Design rv32_alu_issue, sky130hd; sources not shown.
### Routing congestion map

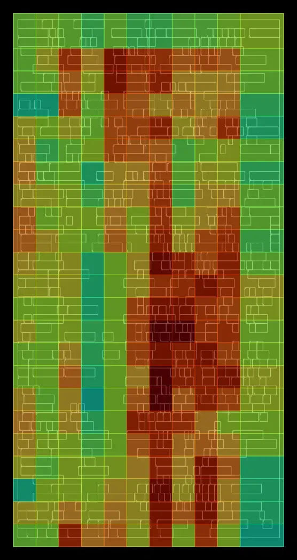
met3 GRT Util: 6.72%
Wirelength per Cell: 24.7 µm
GR Util All Layers: 27.9%

### Register map, names as in the netlist

Scale: 2 px per µm.
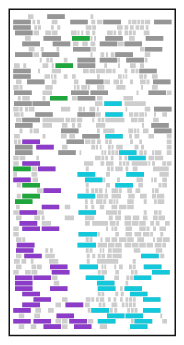
Purple marks `out_in1`, sequential cells 32. Cyan marks `u_scoreboard.busy_o`, sequential cells 31. Green marks `out_funct7`, sequential cells 7, where left middle.
Another 49 sequential cells are not colored.
final core area utilization: 52.1%
Reg area: 2980 µm²

### Routed clock nets over the placement

Scale: 3 px per µm.
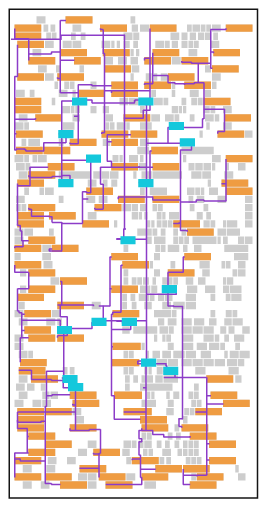
Cyan marks cells driving clock nets, count 17. Purple marks clock wires, length 1,700 µm. Orange marks flip-flops, count 119.
Position of the flops: spread over the die. There are 18 routed clock nets.
Late-Pin Clk Latency: 0.43 ns
clk pwr: 1.43 mW
Clk pwr share: 45.4%

==> flow_summary.yaml <==
# flow metrics
detailed_routing:
  drt-initial-drc-count: 334
  vias: 4745
  antenna_left: 0
  firstDrtPassIters: 5
  drc_errors: 0
  vias_per_cell: 6.50
cts:
  root_buffer: "clkbuf_8"
  cts_tree: "done"
  clk_path_buf_depth: 2
  cts-buffers-inserted: 17
  path_clk_slew_ns: 0.08
layout:
  ff_count: 119
  diodes: 0
  final_cells: 730
  logic_gates: 364
  layout-drive-gt1-share_pct: 15.5
  clock_area_share_pct: 6.22
  comb_share_pct: 39.3
  nNetsFinal: 706
  buf_share_pct: 5.13
  area_growth_pct: 10.4
  stdcell_area_um2: 6540
  inverters: 14
  fillers: 1174
sta:
  fin_setup_tns_ns: 0
  hold_violations: 119
  setup_slack_ns: 0.0992
  whs_ns: -0.310
  maxSlewHeadroom_pct: 56.5
  worst_pin_slew_ns: 0.647
run:
  log.warning_count: 62
  cap_violations: 0
status:
  outcome: "finished, violations left"
  violations: "hold timing"
placement:
  placedCellCount: 697
  io_buffers: 0
  dp_slack_ns: 0.0761
global_route:
  grt_pass1_wl_mm: 27.3
  antenna_found_initial: 0
  grt_max_degree: 120
yosys:
  yosys_warnings: 0
  async_flop_share_pct: 100
  synth-edff-count: 0
  synthXorXnorAreaFrac_pct: 0.148
  syn_area_per_cell_um2: 10.8
  synth_nets: 685
  yosys-stat-cells: 547
  top_logic_kind: "AND-OR/OR-AND gates"
  ys_seq_elements: 119
  netlist_area_um2: 5920
  synth.cellmix.compoundShare_pct: 24.6
die:
  fp_util_pct: 47.1
  ioPinCount: 269
  fp.dieArea_um2: 13400
  num_rows: 58
  die_x_um: 82.2
  nWellTaps: 150
setup_path:
  slowest_delay_ns: 0.47
  critPathMaxFanout: 5
  cp_slowest_cell: "dfrtp_2"
  path_class: "reg2out"
  rrSetupSlack_ns: 0.28
  setup.worst_path.end_class: "primary output"
pwr:
  powerDensity_nw_per_um2: 483
  intPower_mw: 2.39
  irDropWorstVdd_v: 0.000356
  p_comb_share_pct: 6.7
min_path:
  hold_class: "in2async"
-- repair_timing --
item                                    CTS  global route
buffers inserted                          0             2
hold endpoints to repair                119           119
gates resized                             0             7
endpoints found under the setup margin    0             1
-- Yosys cell counts, types with 2 or more instances --
cell type / number / area share, %
a2111oi_0: 2 / 0.30
a211oi_1: 2 / 0.25
a21oi_1: 38 / 3.2
a22o_1: 33 / 4.9
a22oi_1: 5 / 0.63
a311oi_1: 3 / 0.44
and2_1: 9 / 0.95
and3_1: 15 / 1.6
buf_2: 14 / 1.2
buf_4: 16 / 2.0
buf_6: 6 / 1.1
clkbuf_1: 13 / 0.82
dfrtp_1: 119 / 50
inv_1: 14 / 0.89
mux2_2: 3 / 0.57
mux2i_1: 34 / 5.7
mux4_2: 3 / 1.1
nand2_1: 15 / 0.95
nand2b_1: 4 / 0.42
nand3_1: 18 / 1.5
nand3b_1: 9 / 1.1
nand4_1: 6 / 0.63
nor2_1: 8 / 0.51
nor2b_1: 11 / 1.2
nor3_1: 5 / 0.42
o21ai_0: 66 / 5.6
o2bb2ai_1: 48 / 7.1
or3_1: 3 / 0.32
or3b_2: 3 / 0.44
-- power groups by stage --
| stage | sequential [mW] | combinational (mW) | clock [mW] |
|---|---|---|---|
| after floorplan | 1.54 | 0.160 | 0 |
| after global placement | 1.54 | 0.202 | 0 |
| after detailed placement | 1.54 | 0.205 | 0 |
| after CTS | 1.51 | 0.205 | 1.46 |
| after global routing | 1.51 | 0.229 | 1.52 |
| final | 1.51 | 0.210 | 1.43 |
-- routing by layer --
metal  global-route usage, %  up-vias  wire (µm)
li1                        -     2109          -
met1                    28.6     2336       6240
met2                    49.1      241       9970
met3                    6.72       59       1010
met4                    17.0        0        852
met5                       0        -          0
No activity file was given, so power comes from the tool's default toggle rates.
